sizing.png
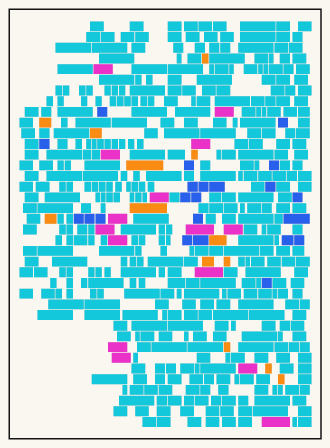
util_map.png
The die is cut into 8 by 11 equal tiles; white is low, dark blue is high, 0 to 100% covered.
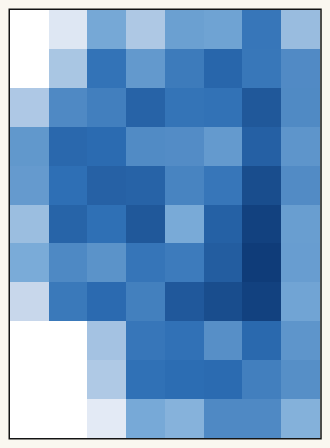
placed.png
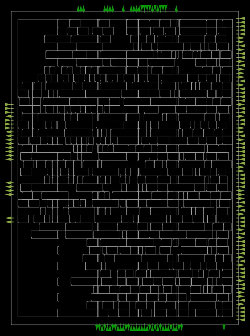
closeup.png
Region (49, 72) to (69, 92) um. Cells in grey, sequential cells in the stronger grey; small squares are vias.
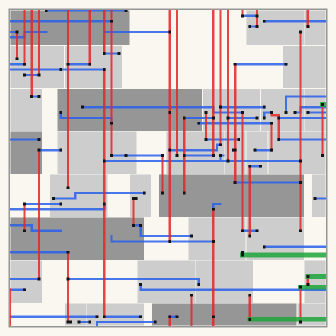
===== src/rtl/regfile_write_arbiter_pkg.sv =====
// Shared register-file constants, also used by the register file and issue logic.
package regfile_write_arbiter_pkg;

  localparam int REG_ADDR_W = 5;
  localparam int REG_DATA_W = 32;
  localparam logic [REG_ADDR_W-1:0] REG_ZERO = 5'd0;

endpackage


===== src/rtl/rr_arbiter.sv =====
// Round-robin arbiter: starting at ptr and ascending modulo N, the first
// asserted request wins. Produces a one-hot grant plus the encoded winner.
// Kept generic so the memory-port sharing logic can reuse it.
module rr_arbiter #(
  parameter int N     = 2,
  parameter int PTR_W = (N > 1) ? $clog2(N) : 1
) (
  input  logic [N-1:0]     req,
  input  logic [PTR_W-1:0] ptr,
  output logic [N-1:0]     grant,
  output logic [PTR_W-1:0] grant_idx,
  output logic             grant_valid
);

  logic [PTR_W-1:0] cand;

  // Rotating priority search; the first hit after ptr takes the grant.
  always_comb begin
    grant       = '0;
    grant_idx   = '0;
    grant_valid = 1'b0;
    cand        = '0;
    for (int k = 0; k < N; k++) begin
      cand = PTR_W'((int'(ptr) + k) % N);
      if (!grant_valid && req[cand]) begin
        grant_valid = 1'b1;
        grant_idx   = cand;
        grant[cand] = 1'b1;
      end
    end
  end

endmodule


===== src/rtl/regfile_write_arbiter.sv =====
// Shares the register file's single write port between NUM_REQ write-back
// sources with round-robin arbitration, drives the write port from a
// registered stage, and keeps a pending-write scoreboard for the issue logic.
//
// Handshake: requester i transfers in a cycle where req_valid[i] && req_ready[i]
// at the rising clock edge; req_ready is combinational and depends on req_valid,
// and a requester that is not granted must hold its addr/data stable until it is.
module regfile_write_arbiter
  import regfile_write_arbiter_pkg::*;
#(
  parameter int NUM_REQ = 2,
  parameter int ADDR_W  = REG_ADDR_W,
  parameter int DATA_W  = REG_DATA_W
) (
  input  logic                    clock,
  input  logic                    reset_n,
  input  logic [NUM_REQ-1:0]      req_valid,
  input  logic [NUM_REQ*ADDR_W-1:0] req_addr,
  input  logic [NUM_REQ*DATA_W-1:0] req_data,
  output logic [NUM_REQ-1:0]      req_ready,
  input  logic                    rsv_valid,
  input  logic [ADDR_W-1:0]       rsv_addr,
  output logic                    RegWrite,
  output logic [ADDR_W-1:0]       write_reg,
  output logic [DATA_W-1:0]       write_data,
  output logic [2**ADDR_W-1:0]    busy_mask
);

  localparam int PTR_W    = (NUM_REQ > 1) ? $clog2(NUM_REQ) : 1;
  localparam int NUM_REGS = 2**ADDR_W;
  localparam logic [ADDR_W-1:0] ZERO_ADDR = ADDR_W'(REG_ZERO);

  logic [PTR_W-1:0]    rr_ptr_q, rr_ptr_d;
  logic                reg_write_q, reg_write_d;
  logic [ADDR_W-1:0]   write_reg_q, write_reg_d;
  logic [DATA_W-1:0]   write_data_q, write_data_d;
  logic [NUM_REGS-1:0] busy_q, busy_d;

  logic [NUM_REQ-1:0]  grant;
  logic [PTR_W-1:0]    grant_idx;
  logic                grant_valid;
  logic [ADDR_W-1:0]   win_addr;
  logic [DATA_W-1:0]   win_data;

  rr_arbiter #(
    .N     (NUM_REQ),
    .PTR_W (PTR_W)
  ) u_rr_arbiter (
    .req         (req_valid),
    .ptr         (rr_ptr_q),
    .grant       (grant),
    .grant_idx   (grant_idx),
    .grant_valid (grant_valid)
  );

  // Grants only go to valid requesters, so a grant is itself a transfer.
  assign req_ready = grant;

  // One-hot mux of the winner's address and data.
  always_comb begin
    win_addr = '0;
    win_data = '0;
    for (int i = 0; i < NUM_REQ; i++) begin
      if (grant[i]) begin
        win_addr = req_addr[i*ADDR_W +: ADDR_W];
        win_data = req_data[i*DATA_W +: DATA_W];
      end
    end
  end

  // Next pointer and output-stage contents; writes to register 0 are accepted but dropped.
  always_comb begin
    rr_ptr_d     = rr_ptr_q;
    reg_write_d  = 1'b0;
    write_reg_d  = write_reg_q;
    write_data_d = write_data_q;
    if (grant_valid) begin
      rr_ptr_d = (grant_idx == PTR_W'(NUM_REQ - 1)) ? '0 : grant_idx + 1'b1;
      if (win_addr != ZERO_ADDR) begin
        reg_write_d  = 1'b1;
        write_reg_d  = win_addr;
        write_data_d = win_data;
      end
    end
  end

  // Scoreboard: commits clear, reservations set, and a same-cycle reservation wins.
  always_comb begin
    busy_d = busy_q;
    if (reg_write_q) begin
      busy_d[write_reg_q] = 1'b0;
    end
    if (rsv_valid && (rsv_addr != ZERO_ADDR)) begin
      busy_d[rsv_addr] = 1'b1;
    end
    busy_d[0] = 1'b0;
  end

  // State registers; reset discards any accepted but uncommitted write.
  always_ff @(posedge clock or negedge reset_n) begin
    if (!reset_n) begin
      rr_ptr_q     <= '0;
      reg_write_q  <= 1'b0;
      write_reg_q  <= '0;
      write_data_q <= '0;
      busy_q       <= '0;
    end else begin
      rr_ptr_q     <= rr_ptr_d;
      reg_write_q  <= reg_write_d;
      write_reg_q  <= write_reg_d;
      write_data_q <= write_data_d;
      busy_q       <= busy_d;
    end
  end

  assign RegWrite   = reg_write_q;
  assign write_reg  = write_reg_q;
  assign write_data = write_data_q;
  assign busy_mask  = busy_q;

endmodule


===== config.mk =====
export PLATFORM = sky130hd
export DESIGN_NAME = regfile_write_arbiter
export DESIGN_NICKNAME = d
export VERILOG_FILES = /design/src/rtl/regfile_write_arbiter_pkg.sv /design/src/rtl/rr_arbiter.sv /design/src/rtl/regfile_write_arbiter.sv
export SDC_FILE = /design/constraint.sdc
export NUM_CORES = 1
export LEC_CHECK = 0
export CORE_ASPECT_RATIO = 1.4
export CORE_MARGIN = 2
export CORE_UTILIZATION = 40
export DETAILED_ROUTE_END_ITERATION = 7
export PLACE_DENSITY = 0.8
export SLEW_MARGIN = 5
export SYNTH_ARGS = -nofsm -noshare
export SYNTH_HDL_FRONTEND = slang
export SYNTH_SLANG_ARGS = --single-unit

===== constraint.sdc =====
create_clock -name clock -period 2.1 [get_ports clock]
set_clock_uncertainty 0.05 [all_clocks]
set_input_delay 0.63 -clock clock [delete_from_list [all_inputs] [get_ports clock]]
set_output_delay 0.63 -clock clock [all_outputs]
set_load 0.01 [all_outputs]

==> results.toml <==
# yosys + openroad results
[outcome]
status = "finished clean"

[pwr]
pwr-share-clk_pct = 19.7
total_power_mw = 5.08
switching_share_pct = 31.9
intPower_mw = 3.46

[routing]
wl_um = 9740
first_pass_iters = 4
detail_route.wl_per_cell_um = 17.0
route.detailed.drc = 0
drt_iter0_markers = 179

[logic_synthesis]
synth_area_um2 = 3140
largest_area_cell = "dfrtp_1"
async_reset_ff_share_pct = 100
ys.flop_type = "dfrtp_1"
yosysUniqueCellTypes = 27
fp_nets = 377
synth_cells = 293
avgSynthCellArea_um2 = 10.7
edf_count = 0
yosys.stat.seqShare_pct = 55.7
top_cells_by_count = "dfrtp_1 (70), o21ai_0 (63), inv_1 (38)"

[critical_path]
end_kind = "flip-flop"
path_buffers = 2
critical_path_class = "input port to flip-flop"
start_kind = "input port"
arrival_ns = 2.22

[placement]
pre_cts_slack_ns = -0.506

[floorplanning]
die-area_um2 = 8590
io_pins = 156
dieHeight_um = 109

[run]
warnings = 26

[clocking]
cts_num_sinks = 70

[finish]
fin_nets = 551
area_delta_synth_final_pct = 63.0

[global_routing]
grt_pass1_wl_um = 15000
antenna_found_initial = 0
grt_usage_pct = 23.2
grt_overflow = 0

[min_path]
hp-class = "input port to asynchronous set/reset pin"

[final_timing]
period_minus_slack_ns = 2.06
finalClockPeriodUsage_pct = 98.2
Notes on sizing.png above:
legend:
  x6 and larger:
    colour: magenta
    cells: 15
    most_used: clkbuf_8
  x2:
    colour: orange
    cells: 13
    most_used: clkinv_2
  x1 and smaller:
    colour: cyan
    cells: 422
    most_used: clkdlybuf4s50_1
  x3 and x4:
    colour: blue
    cells: 22
    most_used: buf_4
cell area after layout: 5120 um^2
bufs w/o clock: 175
fin worst setup slack: 0.0386 ns

Notes on util_map.png above:
emptiest ninth of the die: bottom left
fullest tile: 95%
mean over tiles: 58%
Final Util: 66.5%
Core ar.: 7700 um^2
Initial Utilization: 40.8%

Notes on placed.png above:
n_taps: 100
Flop Count: 70
Seq area share: 34.2%
Post-Layout Cell Count: 572
# fillers: 605

Notes on closeup.png above:
legend:
  M2:
    colour: red
  M3:
    colour: green
  M1:
    colour: blue
cells with their middle in the window: 25
most frequent: mux2i_1 (7), clkdlybuf4s50_1 (7), dfrtp_1 (5)
netlist names of flops here include: `write_data` (5)
sequential cells in the window: 5

-- cell usage in the layout (no fill, tap or decap), drive strengths merged, types with 2 or more instances in the layout --
cell type / count
nand3: 12
nand2b: 2
dlygate4sd2: 3
o21ai: 68
nand3b: 5
nand2: 4
clkdlybuf4s50: 147
mux2i: 32
clkbuf: 13
clkinv: 4
or4: 2
inv: 38
nor2: 2
or3b: 3
a22oi: 36
buf: 22
dlymetal6s2s: 2
dfrtp: 70
-- worst register-to-register path, cell delays in order (launching register included) --
cell      delay (ns)
dfrtp_1         0.40
buf_4           0.16
a21boi_4        0.16
buf_4           0.40
o21ai_2         0.14
nand2_4         0.11
buf_12          0.17
mux2i_1         0.23
-- layer usage --
layer	GRT usage [%]	wire, um
met3	8.36	1010
met1	26.9	3750
met4	9.73	251
met2	38.9	4730
met5	0	0
-- through the flow --
| stage | std cells | setup TNS [ns] | instance area [um^2] | util [%] | hold WS (ns) |
|---|---|---|---|---|---|
| 2_1_floorplan | 293 | 0 | 3140 | - | 0.284 |
| 4_1_cts | 570 | 0 | 5100 | 66.3 | 0.259 |
| 3_5_place_dp | 554 | -15.79 | 4920 | 63.9 | 0.448 |
| 3_3_place_gp | 554 | -14.11 | 4920 | 63.9 | 0.438 |
| 5_1_grt | 572 | -0.0101 | 5120 | 66.5 | 0.277 |
| 6_report | 572 | 0 | 5120 | 66.5 | 0.257 |
-- cell type report --
cell class / instances / area (um^2) / share of cell area [%]
Sequential cell: 70 / 1750 / 34.2
Inverter: 38 / 143 / 2.78
Clock buffer: 12 / 165 / 3.22
Timing Repair Buffer: 175 / 1730 / 33.7
Clock inverter: 4 / 20.0 / 0.391
Tap cell: 100 / 125 / 2.44
Multi-Input combinational cell: 173 / 1190 / 23.2
-- cell families (layout without fill, tap and decap cells) --
| kind of cell | count (synthesis) | in the layout | share of synthesized area, % |
|---|---|---|---|
| DFF | 70 | 70 | 55.7 |
| buffers and inverters | 50 | 229 | 6.89 |
| and+or+nand+nor | 32 | 32 | 6.29 |
| other | 1 | 1 | 0.119 |
| AOI/OAI and AO/OA | 108 | 108 | 20.8 |
| muxes | 32 | 32 | 10.2 |
-- power by group through the flow --
stage,registers (mW),logic (mW),clock network (mW)
floorplan,2.23,0.522,0
global placement,2.05,1.99,0
global route,2.10,2.20,1.09
CTS,2.04,2.04,1.03
finish,2.04,2.03,1.00
detailed placement,2.06,2.03,0
-- worst paths after layout --
path,startpoint,to,slack (ns),cells after the start
max in group asynchronous,reset_n,write_reg[4],1.43,2
hold / removal,reset_n,write_data[19],0.26,2
setup / recovery,req_addr[2],write_data[28],0.04,6
hold reg to reg,busy_mask[8],busy_mask[8],0.46,2
setup reg to reg,flip-flop,write_data[16],0.21,7
min in group clock,busy_mask[8],busy_mask[8],0.46,2
-- timing repair --
item	in CTS	in global routing
setup endpoints to repair	34	5
gates cloned	0	0
resized	5	6
setup buffers	0	2
hold buffers	0	0
Power and IR drop assume default switching activity.
